==> src/rtl/id_stage_if.sv <==
// IF/ID -> ID -> ID/EX boundary of the MIPS pipeline: fetched instruction, write-back
// port, stall feedback and the registered decode results handed to EX.
interface id_stage_if #(
   parameter int DATA_W = 32
);
   // fetch side and write-back
   logic [31:0]       next_ins_adr_in;
   logic [31:0]       cur_ins_in;
   logic              flush;
   logic              wb_reg_write;
   logic [4:0]        wb_write_reg;
   logic [DATA_W-1:0] wb_write_data;
   logic              stall;

   // ID/EX pipeline register
   logic [31:0]       next_ins_adr_out;
   logic [DATA_W-1:0] read_data_1_out;
   logic [DATA_W-1:0] read_data_2_out;
   logic [31:0]       sign_ext_out;
   logic [4:0]        rs_out;
   logic [4:0]        rt_out;
   logic [4:0]        rd_out;
   logic              reg_dst;
   logic              alu_src;
   logic              mem_to_reg;
   logic              reg_write;
   logic              mem_read;
   logic              mem_write;
   logic              branch;
   logic [1:0]        alu_op;

   modport slave (
      input  next_ins_adr_in, cur_ins_in, flush,
      input  wb_reg_write, wb_write_reg, wb_write_data,
      output stall,
      output next_ins_adr_out, read_data_1_out, read_data_2_out, sign_ext_out,
      output rs_out, rt_out, rd_out,
      output reg_dst, alu_src, mem_to_reg, reg_write, mem_read, mem_write, branch, alu_op
   );

   modport master (
      output next_ins_adr_in, cur_ins_in, flush,
      output wb_reg_write, wb_write_reg, wb_write_data,
      input  stall,
      input  next_ins_adr_out, read_data_1_out, read_data_2_out, sign_ext_out,
      input  rs_out, rt_out, rd_out,
      input  reg_dst, alu_src, mem_to_reg, reg_write, mem_read, mem_write, branch, alu_op
   );
endinterface

==> src/rtl/id_stage.sv <==
// Instruction-decode stage: control decode, 32x32 register file with write-through
// bypass, sign extension, load-use stall detection and the ID/EX pipeline register.
module id_stage #(
   parameter int DATA_W    = 32,
   parameter bit HAZARD_EN = 1'b1
) (
   input  logic       clk,
   input  logic       rst_n,
   id_stage_if.slave  bus
);

   typedef struct packed {
      logic       reg_dst;
      logic       alu_src;
      logic       mem_to_reg;
      logic       reg_write;
      logic       mem_read;
      logic       mem_write;
      logic       branch;
      logic [1:0] alu_op;
   } ctrl_t;

   localparam logic [5:0] OP_RTYPE = 6'h00;
   localparam logic [5:0] OP_LW    = 6'h23;
   localparam logic [5:0] OP_SW    = 6'h2B;
   localparam logic [5:0] OP_BEQ   = 6'h04;
   localparam logic [5:0] OP_ADDI  = 6'h08;

   logic [31:0]       ins;
   logic [5:0]        opcode;
   logic [4:0]        rs;
   logic [4:0]        rt;
   logic [4:0]        rd;
   ctrl_t             dec_ctrl;
   ctrl_t             ctrl_q;
   logic [DATA_W-1:0] regs [32];
   logic [DATA_W-1:0] rd1;
   logic [DATA_W-1:0] rd2;
   logic [31:0]       adr_q;
   logic [DATA_W-1:0] rd1_q;
   logic [DATA_W-1:0] rd2_q;
   logic [31:0]       sext_q;
   logic [4:0]        rs_q;
   logic [4:0]        rt_q;
   logic [4:0]        rd_q;
   logic              load_use;
   logic              bubble;

   assign ins    = bus.cur_ins_in;
   assign opcode = ins[31:26];
   assign rs     = ins[25:21];
   assign rt     = ins[20:16];
   assign rd     = ins[15:11];

   // NOTE: every always_comb output gets a default first so no path leaves it unassigned (no latch).
   always_comb begin
      dec_ctrl = '0;
      unique case (opcode)
         OP_RTYPE: begin
            dec_ctrl.reg_dst   = 1'b1;
            dec_ctrl.reg_write = 1'b1;
            dec_ctrl.alu_op    = 2'b10;
         end
         OP_LW: begin
            dec_ctrl.alu_src    = 1'b1;
            dec_ctrl.mem_to_reg = 1'b1;
            dec_ctrl.reg_write  = 1'b1;
            dec_ctrl.mem_read   = 1'b1;
         end
         OP_SW: begin
            dec_ctrl.alu_src   = 1'b1;
            dec_ctrl.mem_write = 1'b1;
         end
         OP_BEQ: begin
            dec_ctrl.branch = 1'b1;
            dec_ctrl.alu_op = 2'b01;
         end
         OP_ADDI: begin
            dec_ctrl.alu_src   = 1'b1;
            dec_ctrl.reg_write = 1'b1;
         end
         default: dec_ctrl = '0;
      endcase
   end

   // NOTE: the register file is cleared by the async reset, so it is built from flops rather than a RAM macro.
   always_ff @(posedge clk or negedge rst_n) begin
      if (!rst_n) begin
         for (int i = 0; i < 32; i++) regs[i] <= '0;
      end else if (bus.wb_reg_write && (bus.wb_write_reg != 5'd0)) begin
         regs[bus.wb_write_reg] <= bus.wb_write_data;
      end
   end

   // Write-through: a read of the register being written this cycle sees the new value.
   function automatic logic [DATA_W-1:0] read_reg(input logic [4:0] a);
      if (a == 5'd0)                                  return '0;
      else if (bus.wb_reg_write && bus.wb_write_reg == a) return bus.wb_write_data;
      else                                            return regs[a];
   endfunction

   always_comb begin
      rd1 = read_reg(rs);
      rd2 = read_reg(rt);
   end

   assign load_use  = ctrl_q.mem_read && (rt_q != 5'd0) && ((rt_q == rs) || (rt_q == rt));
   assign bus.stall = HAZARD_EN && load_use;
   assign bubble    = bus.stall || bus.flush;

   // NOTE: pipeline state uses non-blocking assignments so every flop samples pre-edge values.
   always_ff @(posedge clk or negedge rst_n) begin
      if (!rst_n) begin
         ctrl_q <= '0;
         adr_q  <= '0;
         rd1_q  <= '0;
         rd2_q  <= '0;
         sext_q <= '0;
         rs_q   <= '0;
         rt_q   <= '0;
         rd_q   <= '0;
      end else begin
         ctrl_q <= bubble ? ctrl_t'('0) : dec_ctrl;
         adr_q  <= bus.next_ins_adr_in;
         rd1_q  <= rd1;
         rd2_q  <= rd2;
         sext_q <= {{16{ins[15]}}, ins[15:0]};
         rs_q   <= rs;
         rt_q   <= rt;
         rd_q   <= rd;
      end
   end

   assign bus.next_ins_adr_out = adr_q;
   assign bus.read_data_1_out  = rd1_q;
   assign bus.read_data_2_out  = rd2_q;
   assign bus.sign_ext_out     = sext_q;
   assign bus.rs_out           = rs_q;
   assign bus.rt_out           = rt_q;
   assign bus.rd_out           = rd_q;
   assign bus.reg_dst          = ctrl_q.reg_dst;
   assign bus.alu_src          = ctrl_q.alu_src;
   assign bus.mem_to_reg       = ctrl_q.mem_to_reg;
   assign bus.reg_write        = ctrl_q.reg_write;
   assign bus.mem_read         = ctrl_q.mem_read;
   assign bus.mem_write        = ctrl_q.mem_write;
   assign bus.branch           = ctrl_q.branch;
   assign bus.alu_op           = ctrl_q.alu_op;

endmodule

==> src/flat_wrapper.sv <==
// flat-port wrapper written by rule: the top's interface ports become plain ports
module id_stage_flat 
#(
   parameter int DATA_W    = 32,
   parameter bit HAZARD_EN = 1'b1
)
  (clk, rst_n, bus_next_ins_adr_in, bus_cur_ins_in, bus_flush, bus_wb_reg_write, bus_wb_write_reg, bus_wb_write_data, bus_stall, bus_next_ins_adr_out, bus_read_data_1_out, bus_read_data_2_out, bus_sign_ext_out, bus_rs_out, bus_rt_out, bus_rd_out, bus_reg_dst, bus_alu_src, bus_mem_to_reg, bus_reg_write, bus_mem_read, bus_mem_write, bus_branch, bus_alu_op);
  id_stage_if #(.DATA_W(DATA_W)) bus_i ();
  input  logic clk;
  input  logic rst_n;
  input wire logic [$bits(bus_i.next_ins_adr_in)-1:0] bus_next_ins_adr_in;
  input wire logic [$bits(bus_i.cur_ins_in)-1:0] bus_cur_ins_in;
  input wire logic [$bits(bus_i.flush)-1:0] bus_flush;
  input wire logic [$bits(bus_i.wb_reg_write)-1:0] bus_wb_reg_write;
  input wire logic [$bits(bus_i.wb_write_reg)-1:0] bus_wb_write_reg;
  input wire logic [$bits(bus_i.wb_write_data)-1:0] bus_wb_write_data;
  output wire logic [$bits(bus_i.stall)-1:0] bus_stall;
  output wire logic [$bits(bus_i.next_ins_adr_out)-1:0] bus_next_ins_adr_out;
  output wire logic [$bits(bus_i.read_data_1_out)-1:0] bus_read_data_1_out;
  output wire logic [$bits(bus_i.read_data_2_out)-1:0] bus_read_data_2_out;
  output wire logic [$bits(bus_i.sign_ext_out)-1:0] bus_sign_ext_out;
  output wire logic [$bits(bus_i.rs_out)-1:0] bus_rs_out;
  output wire logic [$bits(bus_i.rt_out)-1:0] bus_rt_out;
  output wire logic [$bits(bus_i.rd_out)-1:0] bus_rd_out;
  output wire logic [$bits(bus_i.reg_dst)-1:0] bus_reg_dst;
  output wire logic [$bits(bus_i.alu_src)-1:0] bus_alu_src;
  output wire logic [$bits(bus_i.mem_to_reg)-1:0] bus_mem_to_reg;
  output wire logic [$bits(bus_i.reg_write)-1:0] bus_reg_write;
  output wire logic [$bits(bus_i.mem_read)-1:0] bus_mem_read;
  output wire logic [$bits(bus_i.mem_write)-1:0] bus_mem_write;
  output wire logic [$bits(bus_i.branch)-1:0] bus_branch;
  output wire logic [$bits(bus_i.alu_op)-1:0] bus_alu_op;
  assign bus_i.next_ins_adr_in = bus_next_ins_adr_in;
  assign bus_i.cur_ins_in = bus_cur_ins_in;
  assign bus_i.flush = bus_flush;
  assign bus_i.wb_reg_write = bus_wb_reg_write;
  assign bus_i.wb_write_reg = bus_wb_write_reg;
  assign bus_i.wb_write_data = bus_wb_write_data;
  assign bus_stall = bus_i.stall;
  assign bus_next_ins_adr_out = bus_i.next_ins_adr_out;
  assign bus_read_data_1_out = bus_i.read_data_1_out;
  assign bus_read_data_2_out = bus_i.read_data_2_out;
  assign bus_sign_ext_out = bus_i.sign_ext_out;
  assign bus_rs_out = bus_i.rs_out;
  assign bus_rt_out = bus_i.rt_out;
  assign bus_rd_out = bus_i.rd_out;
  assign bus_reg_dst = bus_i.reg_dst;
  assign bus_alu_src = bus_i.alu_src;
  assign bus_mem_to_reg = bus_i.mem_to_reg;
  assign bus_reg_write = bus_i.reg_write;
  assign bus_mem_read = bus_i.mem_read;
  assign bus_mem_write = bus_i.mem_write;
  assign bus_branch = bus_i.branch;
  assign bus_alu_op = bus_i.alu_op;
  id_stage #(.DATA_W(DATA_W), .HAZARD_EN(HAZARD_EN)) u_core (.clk(clk), .rst_n(rst_n), .bus(bus_i));
endmodule
==> config.mk <==
export PLATFORM = sky130hd
export DESIGN_NAME = id_stage_flat
export DESIGN_NICKNAME = d
export VERILOG_FILES = /design/src/rtl/id_stage_if.sv /design/src/rtl/id_stage.sv /design/src/flat_wrapper.sv
export SDC_FILE = /design/constraint.sdc
export NUM_CORES = 2
export LEC_CHECK = 0
export CAP_MARGIN = 20
export CORE_MARGIN = 1
export CORE_UTILIZATION = 45
export DETAILED_ROUTE_END_ITERATION = 6
export PLACE_DENSITY = 0.64
export SLEW_MARGIN = 20
export SYNTH_ARGS = -nofsm -noshare
export SYNTH_HDL_FRONTEND = slang
export SYNTH_SLANG_ARGS = --single-unit
==> constraint.sdc <==
create_clock -name clk -period 1.6 [get_ports clk]
set_input_delay 0.16 -clock clk [delete_from_list [all_inputs] [get_ports clk]]
set_output_delay 0.16 -clock clk [all_outputs]
set_load 0.01 [all_outputs]
Fig. 1: met2 routing
Bar = 100 um.
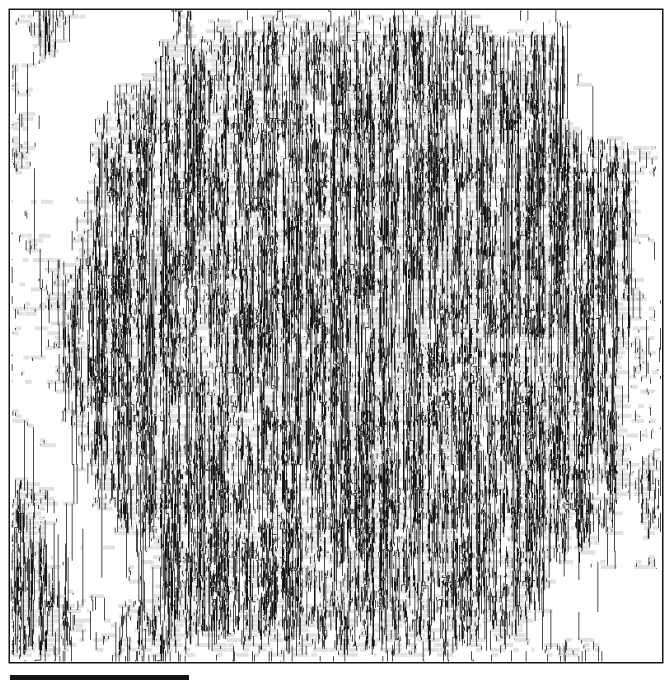
share of all routed wire: 47%
longest straight run: 129 um
main direction: vertical
nets with wire on the layer: 4537
final wirelength: 203 mm
number of vias in the routed layout: 41552
GRT met2 Usage: 48.7%

Fig. 2: signal wires on met1
Bar = 100 um. Supply wires on this layer in gray.
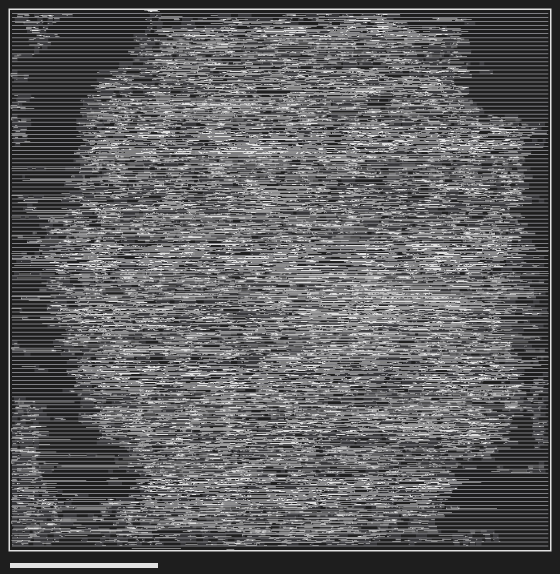
nets with wire on the layer: 4613
share of all routed wire: 41%
met1 usage: 41.5%

Fig. 3: drive-strength map
Bar = 100 um.
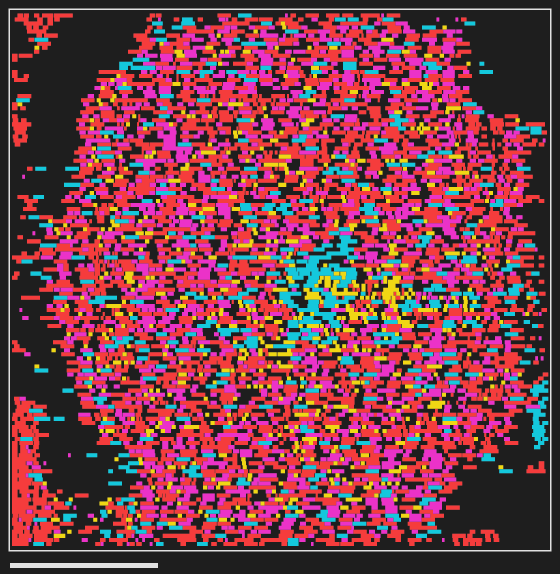
legend:
  x6 and larger:
    color: cyan
    cells: 492
    share: 9.9%
  x3 and x4:
    color: yellow
    cells: 678
    share: 14%
  x2:
    color: magenta
    cells: 1512
    share: 31%
  x1 and smaller:
    color: red
    cells: 2264
    share: 46%
relative area change from synthesis to final layout: 30.3%
worst setup slack after layout: -668 ps
post-layout instance area: 0.0769 mm^2

Fig. 4: zoomed window
Bar = 10 um. Window x 162 to 202, y 89 to 129 um. Cells in gray, sequential cells in the stronger gray; small squares are vias.
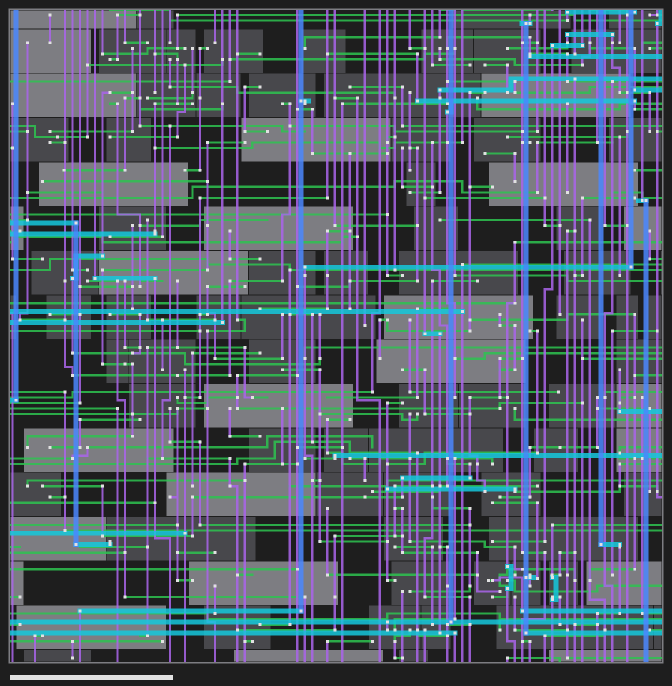
legend:
  M4:
    color: blue
  M3:
    color: cyan
  M1:
    color: green
  M2:
    color: purple
sequential cells in the window: 17
netlist names of flops here include: `u_core.regs` (17)
cells with their middle in the window: 73
most frequent: mux2_2 (18), dfrtp_1 (17), buf_4 (12)

Fig. 5: track usage over the die
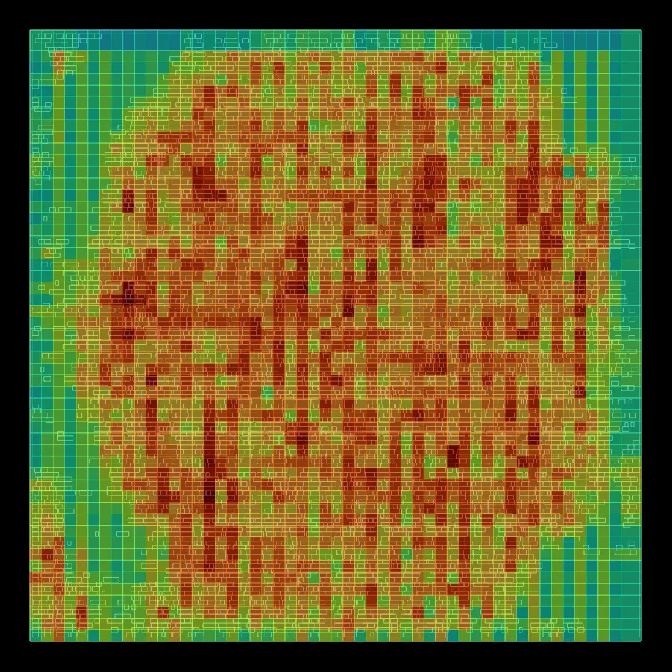
core occupancy in the finished layout: 59.2%
GRT Total Usage: 30.9%

==> impl_results.rst <==
Synthesis and place-and-route
=============================

.. list-table::
   :header-rows: 1

   * - Metric
     - Value
   * - Power drawn by the clock network
     - 32000 uW
   * - Fraction of final layout cells sized beyond drive strength 1
     - 54.2%
   * - Capturing instance or port of the critical path
     - bus_stall
   * - Global-route wire length before repair
     - 298 mm
   * - Worst setup slack after layout
     - -668 ps
   * - Wire length on met2
     - 95.1 mm
   * - Register-to-register setup slack
     - -360 ps
   * - Wire length per cell
     - 30.4 um
   * - Number of flip-flops in the largest register
     - 1024
   * - Path depth of the worst reg2reg path
     - 8
   * - Master cell of the clock root buffer
     - sky130_fd_sc_hd__clkbuf_16
   * - Clock tree from TritonCTS
     - yes
   * - Combinational group share of total power
     - 21.9%
   * - Largest combinational cell category by area
     - multiplexers
   * - Hold EP
     - u_core.bus.rt_out[0]
   * - Met3 capacity usage during global routing
     - 7.04%
   * - Critical path required time
     - 1440 ps
   * - Top-level port count
     - 258
   * - CORE AREA
     - 0.130 mm^2
   * - Post CTS Setup Buffer Count
     - 22
   * - Violated checks
     - setup timing
   * - Peak supply drop
     - 1.16 mV
   * - Number of enable-type register cells in the synthesized netlist
     - 0
   * - Yosys stat cell total
     - 4084
   * - Net switching fraction of the power
     - 27.4%
   * - Leading post-synthesis cells by instance count
     - sky130_fd_sc_hd__dfrtp_1 (1153), sky130_fd_sc_hd__mux2_2 (933), sky130_fd_sc_hd__mux4_2 (348), sky130_fd_sc_hd__mux2i_1 (319), sky130_fd_sc_hd__clkbuf_1 (208)
   * - Number of buffers and inverters on the critical path
     - 1
   * - NumNets Final
     - 4949
   * - Synth top area share
     - 48.9%
   * - Post-cts hold buffer count
     - 62
   * - Worst-path cell with the longest stage delay
     - sky130_fd_sc_hd__or4_4
   * - Start point of the worst min-delay path
     - bus_cur_ins_in[16]
   * - Cell area after placement
     - 0.0705 mm^2
   * - Tap cells
     - 1742
   * - Relative area of non-clock buffer cells in the final design
     - 15.7%
   * - Yosys Warn Count
     - 0
   * - Final critical-path share of the clock period
     - 142%
   * - Top class by area
     - logic gates
   * - Total number of sequential cells
     - 1153
   * - Post-placement setup slack
     - -946 ps
   * - Synth Seq Share
     - 48.9%
   * - Top Consumer
     - registers
   * - Setup-violating endpoint count in the final report
     - 118
   * - Main synth FF type
     - sky130_fd_sc_hd__dfrtp_1
   * - Status
     - complete, but fails checks
   * - CTS sink cnt
     - 1153
   * - Relative max-transition margin
     - 57.2%
   * - Detailed-route vias per instance
     - 6.21
   * - Comb area
     - 0.0291 mm^2
   * - Cell Int Power
     - 65400 uW
   * - Max Clock Skew
     - 30.9 ps
   * - Fraction of the mapped netlist area in compound gates
     - 6.27%
   * - Origin of the worst setup path
     - u_core.bus.rt_out[3]
   * - Number of warnings in the stage logs
     - 30
   * - Gpl congestion
     - 0.911
   * - Antenna viol nets, final
     - 0
   * - Number of global-route vias before repair
     - 43220
   * - Bufs on Longest Clock Path
     - 3
   * - Final clock-cell share
     - 5.95%
   * - Post-DP HPWL
     - 136 mm
   * - Kind of critical path
     - flip-flop to output port
   * - Post-Synth Simple-Gate Area
     - 1.74%
   * - Number of pins exceeding their max-slew limit in the final report
     - 0
   * - Setup repair after global routing missed its margin
     - yes
   * - Mean area per synthesized cell
     - 14.4 um^2
   * - Max-cap violation count
     - 0
   * - Most utilized layer in the global route result
     - met2
   * - Number of levels the H-tree was split into
     - 4
   * - Quantity of gates resized following cts
     - 586
   * - Number of signal-net buffers in the layout
     - 1098
   * - Tally of clock buffers in the finished layout
     - 192
   * - Slew at the pin closest to its max-slew limit
     - 643 ps
   * - Total inserted antenna cells
     - 0
   * - Late-Pin Clk Latency
     - 790 ps
   * - Number of antenna violations at the first check in global routing
     - 3
   * - Hold-critical path depth
     - 3
   * - Horizontal die size
     - 364 um
   * - Register containing the most flip-flops in the final layout
     - u_core.regs
   * - Instance count after placement with tap cells included
     - 6363
Power is estimated from default activity; no workload was simulated.
